## src/rtl/audio_avg_pkg.sv

```systemverilog
// Shared types for the audio averaging scheduler: FSM state
// encoding, default sample width and the signed sample type.
package audio_avg_pkg;

   localparam int DATA_WIDTH_DEF = 24;

   typedef logic signed [DATA_WIDTH_DEF-1:0] sample_t;

   typedef enum logic [2:0] {
      IDLE,
      CAPTURE,
      FILT_L,
      WAIT_L,
      FILT_R,
      WAIT_R,
      OUTPUT
   } state_t;

endpackage

```

## src/rtl/audio_avg_sched_if.sv

```systemverilog
// Codec + shared datapath bus of the averaging scheduler.
// master: scheduler side (drives read/write/wr_*/dp_start/dp_chan/dp_sample)
// slave : codec/datapath side (drives *_ready, rd_*, dp_done, dp_result)
interface audio_avg_sched_if
   import audio_avg_pkg::*;
#(
   parameter int DATA_WIDTH = DATA_WIDTH_DEF
);

   logic                         read_ready;
   logic                         write_ready;
   logic signed [DATA_WIDTH-1:0] rd_left;
   logic signed [DATA_WIDTH-1:0] rd_right;
   logic                         read;
   logic                         write;
   logic signed [DATA_WIDTH-1:0] wr_left;
   logic signed [DATA_WIDTH-1:0] wr_right;
   logic                         dp_start;
   logic                         dp_chan;
   logic signed [DATA_WIDTH-1:0] dp_sample;
   logic                         dp_done;
   logic signed [DATA_WIDTH-1:0] dp_result;

   modport master (
      input  read_ready, write_ready, rd_left, rd_right,
      input  dp_done, dp_result,
      output read, write, wr_left, wr_right,
      output dp_start, dp_chan, dp_sample
   );

   modport slave (
      output read_ready, write_ready, rd_left, rd_right,
      output dp_done, dp_result,
      input  read, write, wr_left, wr_right,
      input  dp_start, dp_chan, dp_sample
   );

endinterface

```

## src/rtl/fill_counter.sv

```systemverilog
// Saturating count of completed filtered pairs (LOGN+1 bits).
// Ports: clk, reset (async high), inc, clear; full = count reached 2^LOGN.
module fill_counter #(
   parameter int LOGN = 5
) (
   input  logic clk,
   input  logic reset,
   input  logic inc,
   input  logic clear,
   output logic full
);

   localparam logic [LOGN:0] FULL_CNT = {1'b1, {LOGN{1'b0}}};

   logic [LOGN:0] cnt;

   always_ff @(posedge clk or posedge reset) begin
      if (reset) begin
         cnt <= '0;
      end else if (clear) begin
         cnt <= '0;
      end else if (inc && (cnt != FULL_CNT)) begin
         cnt <= cnt + 1'b1;
      end
   end

   assign full = (cnt == FULL_CNT);

endmodule

```

## src/rtl/audio_avg_sched.sv

```systemverilog
// Schedules codec sample pairs through a shared averaging datapath.
// Ports: clk, reset (async high), bus (audio_avg_sched_if.master),
//   bypass (skip datapath), busy (not IDLE), dp_err (sticky timeout,
//   only with AUDIO_AVG_SCHED_TIMEOUT_EN defined).
module audio_avg_sched
   import audio_avg_pkg::*;
#(
   parameter int DATA_WIDTH = DATA_WIDTH_DEF,
   parameter int LOGN       = 5,
   parameter int DP_TIMEOUT = 64
) (
   input  logic                      clk,
   input  logic                      reset,
   audio_avg_sched_if.master         bus,
   input  logic                      bypass,
`ifdef AUDIO_AVG_SCHED_TIMEOUT_EN
   output logic                      dp_err,
`endif
   output logic                      busy
);

   if (DP_TIMEOUT < 1) begin : g_bad_timeout
      $error("DP_TIMEOUT must be at least 1");
   end

   state_t                       state;
   logic signed [DATA_WIDTH-1:0] in_r;
   logic signed [DATA_WIDTH-1:0] res_l;
   logic signed [DATA_WIDTH-1:0] res_r;
   logic                         byp_q;
   logic                         in_wait;
   logic                         timeout;
   logic                         advance;
   logic                         fill_inc;
   logic                         fill_full;

   assign in_wait  = (state == WAIT_L) || (state == WAIT_R);
   assign advance  = in_wait && (bus.dp_done || timeout);
   assign fill_inc = (state == WAIT_R) && advance;
   assign busy     = (state != IDLE);

`ifdef AUDIO_AVG_SCHED_TIMEOUT_EN
   localparam int TW = $clog2(DP_TIMEOUT + 1) + 1;

   logic [TW-1:0] wait_cnt;

   assign timeout = in_wait && !bus.dp_done &&
                    (wait_cnt == TW'(DP_TIMEOUT - 1));

   always_ff @(posedge clk or posedge reset) begin
      if (reset) begin
         wait_cnt <= '0;
         dp_err   <= 1'b0;
      end else begin
         if (in_wait && !advance) begin
            wait_cnt <= wait_cnt + 1'b1;
         end else begin
            wait_cnt <= '0;
         end
         if (timeout) begin
            dp_err <= 1'b1;
         end
      end
   end
`else
   assign timeout = 1'b0;
`endif

   fill_counter #(
      .LOGN (LOGN)
   ) u_fill (
      .clk   (clk),
      .reset (reset),
      .inc   (fill_inc),
      .clear (1'b0),
      .full  (fill_full)
   );

   always_ff @(posedge clk or posedge reset) begin
      if (reset) begin
         state         <= IDLE;
         bus.read      <= 1'b0;
         bus.write     <= 1'b0;
         bus.dp_start  <= 1'b0;
         bus.dp_chan   <= 1'b0;
         bus.dp_sample <= '0;
         bus.wr_left   <= '0;
         bus.wr_right  <= '0;
         in_r          <= '0;
         res_l         <= '0;
         res_r         <= '0;
         byp_q         <= 1'b0;
      end else begin
         bus.read     <= 1'b0;
         bus.write    <= 1'b0;
         bus.dp_start <= 1'b0;
         unique case (state)
            IDLE: begin
               if (bus.read_ready) begin
                  state    <= CAPTURE;
                  bus.read <= 1'b1;
               end
            end
            CAPTURE: begin
               in_r  <= bus.rd_right;
               byp_q <= bypass;
               if (bypass) begin
                  res_l <= bus.rd_left;
                  res_r <= bus.rd_right;
                  state <= OUTPUT;
               end else begin
                  bus.dp_start  <= 1'b1;
                  bus.dp_chan   <= 1'b0;
                  bus.dp_sample <= bus.rd_left;
                  state         <= FILT_L;
               end
            end
            FILT_L: state <= WAIT_L;
            WAIT_L: begin
               if (advance) begin
                  // a timed-out channel yields silence
                  res_l         <= timeout ? '0 : bus.dp_result;
                  bus.dp_start  <= 1'b1;
                  bus.dp_chan   <= 1'b1;
                  bus.dp_sample <= in_r;
                  state         <= FILT_R;
               end
            end
            FILT_R: state <= WAIT_R;
            WAIT_R: begin
               if (advance) begin
                  res_r <= timeout ? '0 : bus.dp_result;
                  state <= OUTPUT;
               end
            end
            OUTPUT: begin
               if (bus.write_ready) begin
                  // fill_full already counts this pair here
                  bus.write    <= 1'b1;
                  bus.wr_left  <= (byp_q || fill_full) ? res_l : '0;
                  bus.wr_right <= (byp_q || fill_full) ? res_r : '0;
                  state        <= IDLE;
               end
            end
            default: state <= IDLE;
         endcase
      end
   end

endmodule

```

## src/flat_wrapper.sv

```systemverilog
// flat-port wrapper written by rule: the top's interface ports become plain ports
module audio_avg_sched_flat import audio_avg_pkg::*;
#(
   parameter int DATA_WIDTH = DATA_WIDTH_DEF,
   parameter int LOGN       = 5,
   parameter int DP_TIMEOUT = 64
)
  (clk, reset, bypass, busy, bus_read_ready, bus_write_ready, bus_rd_left, bus_rd_right, bus_dp_done, bus_dp_result, bus_read, bus_write, bus_wr_left, bus_wr_right, bus_dp_start, bus_dp_chan, bus_dp_sample);
  audio_avg_sched_if #(.DATA_WIDTH(DATA_WIDTH)) bus_i ();
  input  logic clk;
  input  logic reset;
  input  logic bypass;
  output logic busy;
  input wire logic [$bits(bus_i.read_ready)-1:0] bus_read_ready;
  input wire logic [$bits(bus_i.write_ready)-1:0] bus_write_ready;
  input wire logic [$bits(bus_i.rd_left)-1:0] bus_rd_left;
  input wire logic [$bits(bus_i.rd_right)-1:0] bus_rd_right;
  input wire logic [$bits(bus_i.dp_done)-1:0] bus_dp_done;
  input wire logic [$bits(bus_i.dp_result)-1:0] bus_dp_result;
  output wire logic [$bits(bus_i.read)-1:0] bus_read;
  output wire logic [$bits(bus_i.write)-1:0] bus_write;
  output wire logic [$bits(bus_i.wr_left)-1:0] bus_wr_left;
  output wire logic [$bits(bus_i.wr_right)-1:0] bus_wr_right;
  output wire logic [$bits(bus_i.dp_start)-1:0] bus_dp_start;
  output wire logic [$bits(bus_i.dp_chan)-1:0] bus_dp_chan;
  output wire logic [$bits(bus_i.dp_sample)-1:0] bus_dp_sample;
  assign bus_i.read_ready = bus_read_ready;
  assign bus_i.write_ready = bus_write_ready;
  assign bus_i.rd_left = bus_rd_left;
  assign bus_i.rd_right = bus_rd_right;
  assign bus_i.dp_done = bus_dp_done;
  assign bus_i.dp_result = bus_dp_result;
  assign bus_read = bus_i.read;
  assign bus_write = bus_i.write;
  assign bus_wr_left = bus_i.wr_left;
  assign bus_wr_right = bus_i.wr_right;
  assign bus_dp_start = bus_i.dp_start;
  assign bus_dp_chan = bus_i.dp_chan;
  assign bus_dp_sample = bus_i.dp_sample;
  audio_avg_sched #(.DATA_WIDTH(DATA_WIDTH), .LOGN(LOGN), .DP_TIMEOUT(DP_TIMEOUT)) u_core (.clk(clk), .reset(reset), .bus(bus_i), .bypass(bypass), .busy(busy));
endmodule
```

## config.mk

```make
export PLATFORM = sky130hd
export DESIGN_NAME = audio_avg_sched_flat
export DESIGN_NICKNAME = d
export VERILOG_FILES = /design/src/rtl/audio_avg_pkg.sv /design/src/rtl/audio_avg_sched_if.sv /design/src/rtl/fill_counter.sv /design/src/rtl/audio_avg_sched.sv /design/src/flat_wrapper.sv
export SDC_FILE = /design/constraint.sdc
export NUM_CORES = 1
export LEC_CHECK = 0
export ABC_AREA = 1
export CAP_MARGIN = 15
export CORE_UTILIZATION = 52
export CTS_BUF_LIST = sky130_fd_sc_hd__clkbuf_8
export DETAILED_ROUTE_END_ITERATION = 16
export PLACE_DENSITY = 0.8
export SLEW_MARGIN = 30
export SYNTH_ARGS = -nofsm -noshare
export SYNTH_HDL_FRONTEND = slang
export SYNTH_SLANG_ARGS = --single-unit
```

## constraint.sdc

```tcl
create_clock -name clk -period 6.3 [get_ports clk]
set_clock_uncertainty 0.15 [all_clocks]
set_input_delay 1.26 -clock clk [delete_from_list [all_inputs] [get_ports clk]]
set_output_delay 1.26 -clock clk [all_outputs]
set_load 0.01 [all_outputs]
```

### PDN straps and rails

Drawn at 3 px/micron. Pins as bars on the die edge. Tap cells in grey.
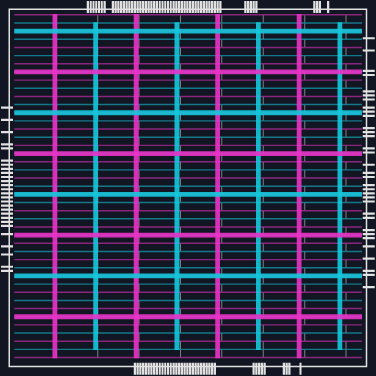
| net | colour |
|---|---|
| VDD | cyan |
| VSS | magenta |
tap cells: 176
met4 straps: 8
met5 straps: 8

### The clock network

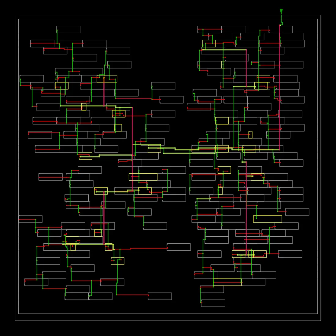
Clk. pwr: 776 uW
Clock Sinks: 158
clk latency late pin: 0.46 ns

### Cell density map

Drawn at 3 px/micron. The die is cut into 12 by 12 equal tiles; white is low, dark blue is high, 0 to 100% covered.
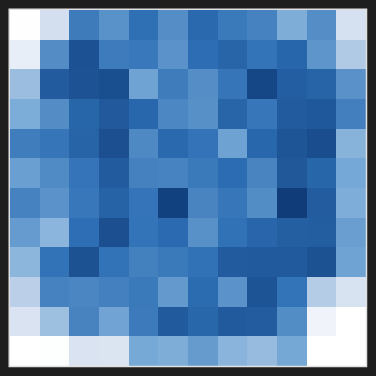
nearly empty tiles: 4.2%
tiles over 75% full: 33%
mean over tiles: 63%
fullest tile: 95%

### Metal layers overlaid

Drawn at 4 px/micron.
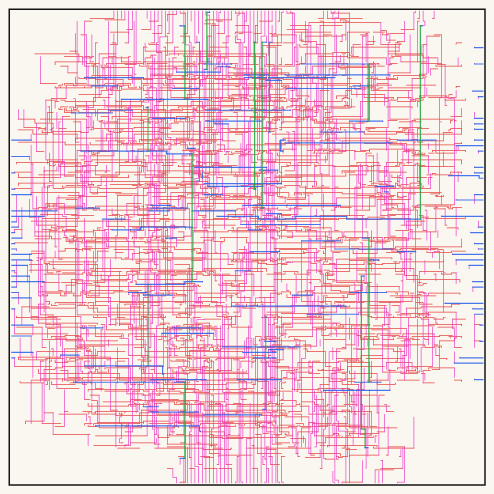
| layer | colour | wire length |
|---|---|---|
| metal 3 | blue | 1130 microns |
| metal 2 | magenta | 8380 microns |
| metal 4 | green | 416 microns |
| metal 1 | red | 8850 microns |

==> results.ini <==
[pwr]
pwr-share-clk_pct = 17.6
powerSeq_mw = 1.79
power-top-group = combinational logic

[hold_path]
min_to = u_core.in_r[14]
worstHoldStart = u_core.in_r[14]

[setup_path]
worstPathRequired_ns = 6.49
r2r-end = u_core.res_l[10]
endpoint_kind = flip-flop
ff2ff_setup_slack_ns = 2.92
crit_fanout = 51
crit_family = simple AND/OR/NAND/NOR gates
path_class = reg -> reg
cp.arrival_ns = 3.57

[die]
fp_util_pct = 53.4
coreArea_sq_um = 13200
die_height_microns = 119

[sta]
min_period_ns = 3.38
fin_hold_ws_ns = 0.330
hold_viol_final = 0
final_max_slew_viol_count = 0

[clock_tree]
cts_made_buffers = 17
post_cts_resized = 0
cts_tree = yes

[detailed_routing]
routedWlPerCell_microns = 15.4
met2_length_mm = 8.38
first_pass_iters = 5

[finish]
regArea_sq_um = 3950
flop-count = 158
n_antenna_cell = 0
inverters = 43
comb_area_share_pct = 30.1

[grt]
track_usage_pct = 28.4
grt_pass1_vias = 6010
grt_overflow_total = 0

[synth]
flop_cell = dfrtp_1
synth-cells-yosys = 902
synth-seq-cells = 158
yosys_warnings = 0

[status]
outcome = complete, no violations

[placed_design]
pre_cts_ws_ns = 2.66
port_buffers = 154
placed_cells = 1188

[run]
drv_cap = 0

worst reg2reg max path: stages (launching register included):
cell and delay, ns:
dfrtp_1 0.53, inv_2 0.13, nand2_2 0.45, inv_2 0.36
nand2_2 0.81, nand2_2 0.57, nand2_1 0.20, nand2_1 0.07
sequential cells by signal, summed over array words and instances, names as in the netlist, 3 cells and up:
signal and flops:
u_core.bus.dp_sample 24, u_core.bus.wr_left 24, u_core.bus.wr_right 24, u_core.in_r 24, u_core.res_l 24, u_core.res_r 24, u_core.u_fill.cnt 6, u_core.state 3
kinds of logic (layout without fill, tap and decap cells):
family	Yosys count	after routing	synth area share, %
fa+ha+maj	2	2	0.354
buf+inv	93	235	5.54
xor+xnor	3	3	0.372
simple gates	543	543	30.5
compound gates	103	103	7.30
flops	158	158	56.0
Power figures rest on the tool's default switching activity, not on a simulated workload.
